--- config.mk ---
export PLATFORM = sky130hd
export DESIGN_NAME = blur_frame_ctrl
export DESIGN_NICKNAME = d
export VERILOG_FILES = /design/src/rtl/blur_ctrl_pkg.sv /design/src/rtl/frame_pos_cnt.sv /design/src/rtl/blur_frame_ctrl.sv
export SDC_FILE = /design/constraint.sdc
export NUM_CORES = 1
export LEC_CHECK = 0
export ABC_AREA = 1
export CORE_AREA = 3 3 104 81
export DETAILED_ROUTE_END_ITERATION = 6
export DIE_AREA = 0 0 107 84
export GPL_ROUTABILITY_DRIVEN = 0
export PLACE_DENSITY = 0.75
export SLEW_MARGIN = 10
export SYNTH_ARGS = -nofsm -noshare
export SYNTH_HDL_FRONTEND = slang
export SYNTH_HIERARCHICAL = 1
export SYNTH_SLANG_ARGS = --single-unit
export TNS_END_PERCENT = 5
--- constraint.sdc ---
create_clock -name clk -period 2.2 [get_ports clk]
set_clock_uncertainty 0.15 [all_clocks]
set_input_delay 0.66 -clock clk [delete_from_list [all_inputs] [get_ports clk]]
set_output_delay 0.66 -clock clk [all_outputs]
set_load 0.02 [all_outputs]
--- src/rtl/blur_ctrl_pkg.sv ---
// Shared definitions for the blur frame sequencer.
//   state_t      : frame sequencer states
//   DEF_*        : default data width and frame dimensions
//   cnt_width()  : bit width of a position counter for a given dimension
package blur_ctrl_pkg;

    typedef enum logic [1:0] {
        ST_IDLE  = 2'd0,
        ST_RUN   = 2'd1,
        ST_FLUSH = 2'd2,
        ST_DONE  = 2'd3
    } state_t;

    localparam int DEF_DW    = 8;
    localparam int DEF_IMG_W = 260;
    localparam int DEF_IMG_H = 258;
    localparam int DEF_OUT_W = 258;
    localparam int DEF_OUT_H = 256;

    // A dimension of 1 still needs a one-bit counter so the vectors stay legal.
    function automatic int cnt_width(input int n);
        return (n <= 1) ? 1 : $clog2(n);
    endfunction

endpackage

--- src/rtl/frame_pos_cnt.sv ---
// Column/row position counter for a W x H raster.
//   clk, reset : clock, asynchronous active-low reset
//   clr        : synchronous return to column 0 / row 0 (wins over inc)
//   inc        : advance one pixel; column wraps at W-1 and bumps the row
//   is_last    : current position is the final pixel of the frame
module frame_pos_cnt
    import blur_ctrl_pkg::*;
#(
    parameter int W = DEF_IMG_W,
    parameter int H = DEF_IMG_H
) (
    input  logic clk,
    input  logic reset,
    input  logic clr,
    input  logic inc,
    output logic is_last
);

    localparam int CW = cnt_width(W);
    localparam int RW = cnt_width(H);
    localparam logic [CW-1:0] COL_MAX = CW'(W - 1);
    localparam logic [RW-1:0] ROW_MAX = RW'(H - 1);

    logic [CW-1:0] col_reg;
    logic [RW-1:0] row_reg;

    always_ff @(posedge clk or negedge reset) begin
        if (!reset) begin
            col_reg <= '0;
            row_reg <= '0;
        end else if (clr) begin
            col_reg <= '0;
            row_reg <= '0;
        end else if (inc) begin
            if (col_reg == COL_MAX) begin
                col_reg <= '0;
                // Row also wraps so the counter never leaves the frame.
                row_reg <= (row_reg == ROW_MAX) ? '0 : row_reg + 1'b1;
            end else begin
                col_reg <= col_reg + 1'b1;
            end
        end
    end

    assign is_last = (col_reg == COL_MAX) && (row_reg == ROW_MAX);

endmodule

--- src/rtl/blur_frame_ctrl.sv ---
// Frame-level sequencer between a pixel source, the blur accelerator and a
// result sink.
//   clk, reset        : clock, asynchronous active-low reset
//   start_in          : frame start request (ignored while busy)
//   busy, done        : frame in progress / one-cycle completion pulse
//   in_*              : source stream (in_last is only checked)
//   acc_*             : stream to the accelerator, acc_last generated here
//   res_*             : result stream from the accelerator
//   out_*             : stream to the sink, out_last generated here
//   err_last_early    : sticky, source marked last on a non-final pixel
//   err_last_missing  : sticky, source did not mark the final pixel
//   frame_cnt         : completed frames, wraps at 2^16
module blur_frame_ctrl
    import blur_ctrl_pkg::*;
#(
    parameter int DW    = DEF_DW,
    parameter int IMG_W = DEF_IMG_W,
    parameter int IMG_H = DEF_IMG_H,
    parameter int OUT_W = DEF_OUT_W,
    parameter int OUT_H = DEF_OUT_H
) (
    input  logic          clk,
    input  logic          reset,
    input  logic          start_in,
    output logic          busy,
    output logic          done,
    input  logic [DW-1:0] in_data,
    input  logic          in_valid,
    input  logic          in_last,
    output logic          in_ready,
    output logic [DW-1:0] acc_data,
    output logic          acc_valid,
    output logic          acc_last,
    input  logic          acc_ready,
    input  logic [DW-1:0] res_data,
    input  logic          res_valid,
    output logic          res_ready,
    output logic [DW-1:0] out_data,
    output logic          out_valid,
    output logic          out_last,
    input  logic          out_ready,
    output logic          err_last_early,
    output logic          err_last_missing,
    output logic [15:0]   frame_cnt
);

    state_t state_reg, state_next;

    logic        in_done_reg;
    logic        out_done_reg;
    logic        err_early_reg;
    logic        err_missing_reg;
    logic [15:0] frame_cnt_reg;

    logic gate_in, gate_out;
    logic in_xfer, out_xfer;
    logic in_is_last, out_is_last;
    logic in_final, out_final;
    logic in_done_eff, out_done_eff;
    logic start_accept;

    assign start_accept = (state_reg == ST_IDLE) && start_in;

    // Input path: straight wires, gated only by state and the in_done flag,
    // so in_ready never depends on in_valid.
    assign gate_in   = (state_reg == ST_RUN) && !in_done_reg;
    assign acc_valid = in_valid && gate_in;
    assign in_ready  = acc_ready && gate_in;
    assign acc_data  = in_data;
    assign in_xfer   = in_valid && in_ready;
    assign acc_last  = gate_in && in_is_last;
    assign in_final  = in_xfer && in_is_last;

    // Output path: open in RUN and FLUSH until the final result has passed.
    assign gate_out  = ((state_reg == ST_RUN) || (state_reg == ST_FLUSH)) && !out_done_reg;
    assign out_valid = res_valid && gate_out;
    assign res_ready = out_ready && gate_out;
    assign out_data  = res_data;
    assign out_xfer  = out_valid && out_ready;
    assign out_last  = gate_out && out_is_last;
    assign out_final = out_xfer && out_is_last;

    // Include this cycle's final transfers so the state moves on the same
    // edge that completes a stream (done follows the last pixel by one cycle).
    assign in_done_eff  = in_done_reg || in_final;
    assign out_done_eff = out_done_reg || out_final;

    frame_pos_cnt #(
        .W (IMG_W),
        .H (IMG_H)
    ) u_in_pos (
        .clk     (clk),
        .reset   (reset),
        .clr     (start_accept),
        .inc     (in_xfer),
        .is_last (in_is_last)
    );

    frame_pos_cnt #(
        .W (OUT_W),
        .H (OUT_H)
    ) u_out_pos (
        .clk     (clk),
        .reset   (reset),
        .clr     (start_accept),
        .inc     (out_xfer),
        .is_last (out_is_last)
    );

    always_ff @(posedge clk or negedge reset) begin
        if (!reset) begin
            state_reg <= ST_IDLE;
        end else begin
            state_reg <= state_next;
        end
    end

    always_comb begin
        state_next = state_reg;
        busy       = 1'b0;
        done       = 1'b0;
        unique case (state_reg)
            ST_IDLE: begin
                if (start_in) begin
                    state_next = ST_RUN;
                end
            end
            ST_RUN: begin
                busy = 1'b1;
                // If the output side finishes first we simply stay here with
                // res_ready held low until the input side catches up.
                if (in_done_eff && out_done_eff) begin
                    state_next = ST_DONE;
                end else if (in_done_eff) begin
                    state_next = ST_FLUSH;
                end
            end
            ST_FLUSH: begin
                busy = 1'b1;
                if (out_done_eff) begin
                    state_next = ST_DONE;
                end
            end
            ST_DONE: begin
                busy       = 1'b1;
                done       = 1'b1;
                state_next = ST_IDLE;
            end
            default: begin
                state_next = ST_IDLE;
            end
        endcase
    end

    always_ff @(posedge clk or negedge reset) begin
        if (!reset) begin
            in_done_reg     <= 1'b0;
            out_done_reg    <= 1'b0;
            err_early_reg   <= 1'b0;
            err_missing_reg <= 1'b0;
            frame_cnt_reg   <= '0;
        end else begin
            if (start_accept) begin
                in_done_reg  <= 1'b0;
                out_done_reg <= 1'b0;
            end else begin
                if (in_final) begin
                    in_done_reg <= 1'b1;
                end
                if (out_final) begin
                    out_done_reg <= 1'b1;
                end
            end
            // Error flags survive start; only reset clears them.
            if (in_xfer && in_last && !acc_last) begin
                err_early_reg <= 1'b1;
            end
            if (in_xfer && acc_last && !in_last) begin
                err_missing_reg <= 1'b1;
            end
            if (state_reg == ST_DONE) begin
                frame_cnt_reg <= frame_cnt_reg + 16'd1;
            end
        end
    end

    assign err_last_early   = err_early_reg;
    assign err_last_missing = err_missing_reg;
    assign frame_cnt        = frame_cnt_reg;

endmodule

### Wiring by layer, run 1

Only two layers are drawn.
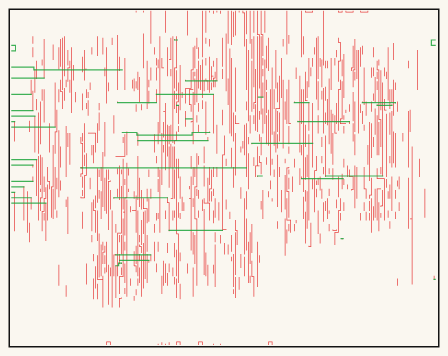
[metal 3] green | wire length: 336 um
[metal 2] red | wire length: 3,960 um
wire length reported by the detailed router: 8.113 mm
per-cell routed wire length: 12.15 um

### Wires at chosen ports, followed through buffers, run 1

The bar under the picture is 20 um long.
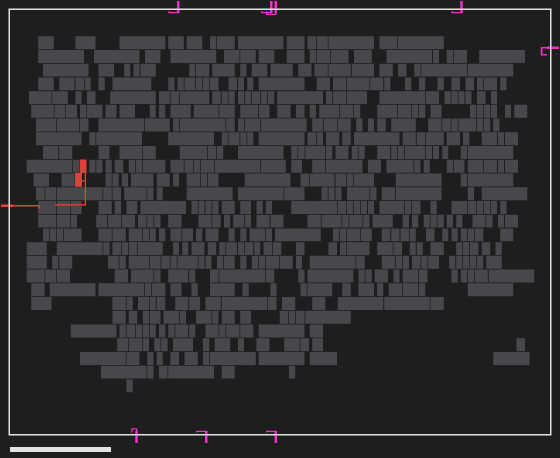
[acc_data] magenta | bits: 8 | direction: output | edge: 4 top, 3 bottom, 1 right | end cells: 0 | buffers: 0 | wire: 20.2 um
[start_in] red | bits: 1 | direction: input | edge: left | end cells: 2 | buffers: 1 | wire: 20.5 um
number of ports placed on the die boundary: 66
count of port buffers added during placement: 33

==> run notes, run 1 <==
The cell with the most instances after synthesis is nand2_1. The class of the tightest hold or removal check is in2async. Wire segments on met3 add up to 336 um in the final route. For the maximum clock insertion buffer count, the log shows 2. In this run the number of cells on the critical path is 9. The horizontal die dimension reported for this design is 107 um. Sorting the synthesized cells by how often they occur yields 117 x nand2_1, 59 x inv_1, 57 x dfrtp_1. In this run the cell area of the synthesized design comes to 0.003535 mm2. By area the synthesized netlist is led by dfrtp_1 40%, nand2_1 12%, inv_1 6.3%.

The power after layout came out at 4.365 mW. OpenROAD reports that the post-layout worst path occupies 112.2% of the period. Summed over all instances, the cell type with the most area after synthesis is dfrtp_1.

Including well taps, the total number of placed cells is 649. For this run the aggregate overflow at the end of global routing stands at 0. Non-clock inverters in the final layout number 69. In the routed design, unresolved DRC markers number 0. The capture point of the worst path was acc_last. Listed in order, past its start point the critical path passes inv_1 > ha_1 > inv_2 > nor2_4 > nand4_1 > nor2_4 > inv_2 > nor2_4 > buf_6. The detailed-routing wirelength on met1 was 3.739 mm; the reg-to-reg setup timing slack was 0.09 ns. The initial utilization of the core area, before any placement, comes to 47.78%. For the post-route standard cell area excluding fillers, the log shows 0.004696 mm2. The cell family contributing the most delay on the critical path is simple AND/OR/NAND/NOR gates. From bottom edge to top edge, the die measures 84 um. Counting flops with a built-in enable in the synthesized netlist gives 0. For this run, asynchronously set or reset flops after synthesis account for 100.0%.

The run gives 3,202 as the via count. Type of element launching the critical path: a flip-flop. The fill cell total of the finished layout was 615; the number of cells in the yosys synthesis report was 460. Signal routing reaches up to met4.

The antenna diode count came out at 0. In the placement report, post-DP HPWL is listed as 5.891 mm. The layout has 10 clock buffers.

The global routing report lists met3 layer usage as 5.104%. The timing-limited maximum frequency is 0.4051 GHz, and the detailed-routed wire length on met2 is 3.961 mm. Post-layout instance count excluding filler cells: 668.

Hold is met by 0.1659 ns. The run gives 0 as the max-cap check violation count. The data arrival time reported for the critical path is 1.66 ns. The core region is 0.007398 mm2. The share of total power consumed by net switching works out to 40.83%. For this design the static power due to leakage is 2.540 nW. The run gives 101 for the number of tap cells inserted.

The share of final layout cell area taken by non-clock buffers is 19.29%. Per the timing report, the most critical flop-to-flop path finishes at state_reg[0]$_DFFE_PN0P_. The cell repeated most along the worst path is nor2_4.

The tools report the number of cells upsized or downsized after cts as 53. For reference, the clock transition at the flip-flops on the worst setup and hold paths is 0.06 ns. Per the repair_timing log after CTS, setup buffers inserted total 2.

On the worst path, the slowest cell contributes a delay of 0.37 ns. With the gate count of the mapped netlist at 460, the minimum period implied by the final worst setup slack is 2.469 ns. Entering global routing, the biggest net connects 58 pins. For this design, the slowest cell found on the critical path is dfrtp_1. Dividing the synthesized area by the synthesized cell count gives 7.684 um2.

The run gives 13.81 mm for the wire length of the first global-routing pass. For the hold violation total from the final report, the log shows 0. The via count of the first global-routing pass was 3,135. The script reports the combined buffer and inverter count of the critical path as 4.

With the post-synthesis register bit count at 57, the combinational cell fraction of total power is 48.2%. The tools report the combined area of the multi-input logic cells as 0.001815 mm2. Setup repair after global routing could not meet its margin everywhere. The run gives 57 as the CTS sink count. Vias per cell: 4.793. When the netlist entered floorplanning its net count stood at 496.

Per the cell usage report, the commonest logic cells after layout are 114 x nand2_1, 77 x buf_4, 57 x dfrtp_1. Looking at the power breakdown, sequential logic takes 32.8% of the total. The class of the most critical setup path was reg2out.

For reference, the final report shows the max-slew violation count at 0. The die covers 0.008988 mm2. Per the post-route antenna check, the number of violating nets is 0.

The distinct cell type count of the synthesized netlist was 32. In the log, the iteration count for the first detailed-route pass is 5. For the post-layout net count, the log shows 598.

Looking at the max-slew report, the worst-margin pin has a slew of 0.3281 ns. The checks that failed: setup timing. The layout buffer count excluding clock buffers came out at 109. Measured on the finished design, the core utilization comes to 63.47%. Once placement finished, the instance area stood at 0.004395 mm2. The sequential cells in the finished layout cover a total of 0.001426 mm2. Per the layout area report, the combinational fraction of cell area is 38.66%.

The logs give 78.02% for the normalized max-slew margin and 2.583 mW for the internal power consumption. The type of element capturing the critical path was an output port. The stat command in Yosys gives a chip area of 0.003535 mm2. The most frequent logic cell in the layout was nand2_1.

The switching component of the power was reported as 1.782 mW. The worst register-to-register path begins at u_in_pos/row_reg[0]$_DFFE_PN0P_. Largest fanout on the critical path: 2. The largest cell class by area is logic gates.

The run gives 6 for the final count of negative-setup-slack endpoints. The worst VDD IR drop from the latest analysis is 0.0007351 V. Looking at the cell usage after synthesis, the top flip-flop cell is dfrtp_1. The clock-cell share of area was 3.464%; the count of yosys warnings during synthesis was 6.

The cell sitting at the root of the clock tree is a clkbuf_8. Across the whole layout, storage elements make up 30.38% of the cell area. After synthesis, flip-flops and latches occupy 40.35% of the total area. The layout contains a multi-input combinational cell count of 316. The logs give a warning total of 34.

The register with the most flip-flops in the layout has 16 of them. From synthesis to final layout, the design area changed by 32.85%. The report lists the power per cell area as 929.6 mW/mm2.

Minimum setup slack in the final design: -0.2687 ns. In this run the core area contains 27 standard-cell rows. Met2 track utilization from global routing: 31.14%.

The flow ran to the end, but the final reports show violations. The data required time reported for the critical path is 1.39 ns. Tracing the worst setup path back leads to its startpoint at u_in_pos/row_reg[1]$_DFFE_PN0P_. TritonCTS built the clock tree. In the final layout, the share of cells above drive strength 1 is 30.86%.
### Clock routing, run 1

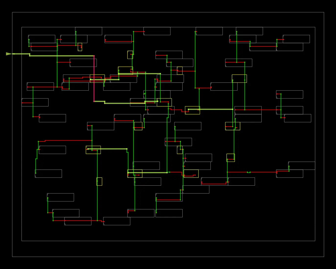
source-to-sink clock delay at the later pin of the worst-skew pair: 0.33 ns
power attributed to the clock group: 831 uW
sequential cells: 57
CTS Buf Count: 9

### Close-up of the layout, run 1

The bar under the picture is 10 um long. Window x 38 to 68, y 27 to 57 um. Cells in grey, sequential cells in the stronger grey; small squares are vias.
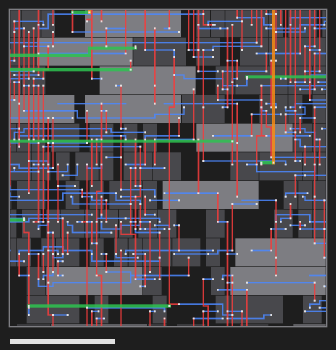
[metal 2] red
[metal 3] green
[metal 1] blue
[metal 4] orange
sequential cells in the window: 10
cells with their middle in the window: 86
most frequent: nand2_1 (17)
netlist names of flops here include: u_out_pos/col_reg (5), u_in_pos/row_reg (3)

-- run 1: cells by family after synthesis --
kind of cell | synth area share (%)
xor gates and xnor gates | 4.213
muxes | 0.3186
AOI/OAI and AO/OA | 6.726
adders and majority gates | 4.248
DFF | 40.35
buffers and inverters | 11.61
and+or+nand+nor | 32.53
-- run 1: power by group through the flow --
stage / Combinational (mW) / Clock [mW] / Sequential, mW
2_1_floorplan: 1.03 / 0 / 1.54
3_3_place_gp: 1.93 / 0 / 1.43
3_5_place_dp: 2.00 / 0 / 1.44
4_1_cts: 2.01 / 0.858 / 1.42
5_1_grt: 2.34 / 0.906 / 1.46
6_report: 2.10 / 0.831 / 1.43
==> run 1 -> run 2 <==
SLEW_MARGIN = default   (was 10)
### Wiring by layer, run 2

Only two layers are drawn.
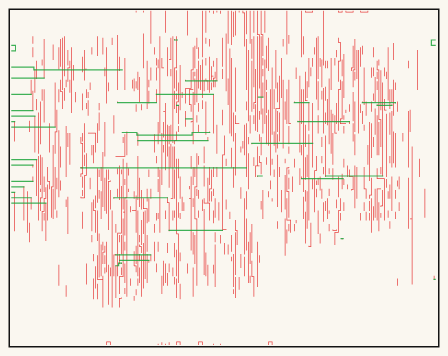
[metal 2] red | wire length: 3,960 um
[metal 3] green | wire length: 336 um
overall fraction of global-route tracks in use: 18.88%
via count: 3,202

==> run 2 against run 1 <==
The flow still finishes with violations (setup timing); non-clock buffer count stayed put; global-route usage stayed put; synthesized cell count stayed put; hold slack stayed put; combinational power hardly changed; maximum frequency stayed put; total power stayed put; area after synthesis stayed put; register-to-register slack hardly changed; sequential share of layout area stayed put; critical path type unchanged; largest cell class unchanged; highest routed layer unchanged.
==> run notes, run 2 <==
The flow ran to the end, but the final reports show violations. The final reports fail on setup timing. The power after layout came out at 4.365 mW.

The tools report the number of multi-input combinational cells in the layout as 316. The run gives 2.540 nW for the reported leakage power. The biggest slice of the total power is consumed by combinational logic. Per the summary, power density relative to cell area is 929.6 mW/mm2. For the total overflow reported by the global router, the log shows 0.

The final antenna diode tally reported by the flow is 0. In this run the full chip footprint comes out at 0.008988 mm2. The layout has 10 clock buffers.

The synthesized netlist devotes 4.212% of its cell area to XOR and XNOR gates. Per report_power, the Sequential row totals 1.43 mW. At the later pin of the worst-skew pair, clock insertion delay measures 0.33 ns. The final timing report lists a max-slew violation count of 0. Using the TritonRoute via totals, the vias-per-cell ratio works out to 4.793. The count of buffers added on input and output ports is 33. The mapped netlist covers 0.003535 mm2. The per-instance average area after synthesis was 7.684 um2; the count of inverters other than clock inverters in the layout was 69. The run gives 30.86% for the layout cell share with drive strength beyond 1. The layout report lists the combined flip-flop and latch area as 0.001426 mm2.

Per the OpenROAD floorplan log, the height of the die is 84 um. The chip area in the Yosys report came out at 0.003535 mm2. The class of the most critical setup path is reg2out.

Setup repair after global routing could not meet its margin everywhere. The minimum setup slack in the final design was -0.2687 ns; the largest net degree at the start of global routing was 58. STA reports the tightest min-delay check as being of type in2async. Most frequent logic cell in the layout: nand2_1. The count of nets left with antenna violations once routing finished came out at 0. Yosys mapped a number of flops with a built-in enable equal to 0. The library cell occupying the most area in the post-synthesis netlist was dfrtp_1. The area fraction in compound gates after synthesis is 6.726%, and the maximum cell stage delay along the critical path is 0.37 ns. Looking at the VDD voltage map, the peak drop is 0.0007351 V.

The worst-case max-slew headroom was logged as 78.02%. The clock network consumes a total of 831 uW. The tools report the met3 wire length as 336 um. With the largest fanout on the critical path at 2, the distinct cell type count of the synthesized netlist is 32. Per the OpenROAD floorplan log, the width of the die is 107 um. The run gives 13.81 mm for the wire length of the first global-routing pass. The number of setup buffers added after CTS was 2. The share of total power consumed by net switching is 40.83%, and the floorplan-stage core utilization is 47.78%. The post-placement cell area is 0.004395 mm2. The clock-pin transition on the worst setup and hold timing paths was 0.06 ns. The cell class ranked first by area was logic gates.

The combinational cell fraction of total power was 48.2%. The synthesis run identifies the leading combinational cell family as simple AND/OR/NAND/NOR gates. The analysis attributes to net switching a power of 1.782 mW. For the detailed-routed wire length on met2, the log shows 3.961 mm. In this run the deepest clock path goes through 2 buffers. The via count of the first global-routing pass is 3,135, and the fraction of synthesis flops using an asynchronous set or reset pin is 100.0%. The run gives 615 for the fill cell total of the finished layout.

The average detailed-routed wire length per instance works out to 12.15 um. Counting I/O delays and the setup requirement, the final critical path takes 2.469 ns. The commonest cells after synthesis are 117 x nand2_1, 59 x inv_1, 57 x dfrtp_1. The run gives 0.4051 GHz for the timing-limited maximum frequency. CTS added clock buffers totalling 9. The most numerous cell type found on the critical path is nor2_4. STA classifies the critical path endpoint as an output port. Synthesis produced a netlist with a net count of 496. Per the run report, area growth between synthesis and finish was 32.85%. The Yosys step of the flow raised 6 warnings. Setup violations remaining at the end of the flow were counted as 6. The layout report lists the non-clock buffer share of cell area as 19.29%. The type of element launching the critical path was a flip-flop.

The tools report the CTS root buffer as clkbuf_8. Wires add up to 8.113 mm. Clock tree synthesis found a total of 57 sinks. In the per-layer summary, the met1 wirelength comes to 3.739 mm.

The post-synthesis register bit count came out at 57. Mux share of post-synthesis cell area: 0.3186%. The master of the slowest instance on the critical path was dfrtp_1.

Data on the critical path arrives at its endpoint at 1.66 ns. According to the I/O placement log, the pin count is 66. The top cell types in the final layout, fill and taps aside, are 114 x nand2_1, 77 x buf_4, 57 x dfrtp_1. Counting both buffers and inverters, the worst setup path holds a total of 4. The pin closest to its max-slew limit shows a slew of 0.3281 ns. The share of total power in sequential cells is 32.8%, and the placeable core region is 0.007398 mm2.

Adder and majority cell fraction of the synthesized area: 4.248%. The critical path endpoint has a required time of 1.39 ns. The layout buffer count excluding clock buffers is 109.
## run 2: cell counts in the layout (fill, tap and decap cells not counted)
No cell type changed its count.
## run 2: worst paths after layout
check                      cells after the start                          endpoint  slack, ns                       startpoint
max                                            9                          acc_last      -0.27  u_in_pos/row_reg[1]$_DFFE_PN0P_
min                                            2   u_in_pos/row_reg[7]$_DFFE_PN0P_       0.17                            reset
max reg2reg                                   14          state_reg[0]$_DFFE_PN0P_       0.09  u_in_pos/row_reg[0]$_DFFE_PN0P_
min reg2reg                                    1        err_last_early$_DFFE_PN0P_       0.34       err_last_early$_DFFE_PN0P_
max in group asynchronous                      2  u_out_pos/row_reg[1]$_DFFE_PN0P_       1.46                            reset
min in group clk                               1        err_last_early$_DFFE_PN0P_       0.34       err_last_early$_DFFE_PN0P_
No activity file was given, so power comes from the tool's default toggle rates.
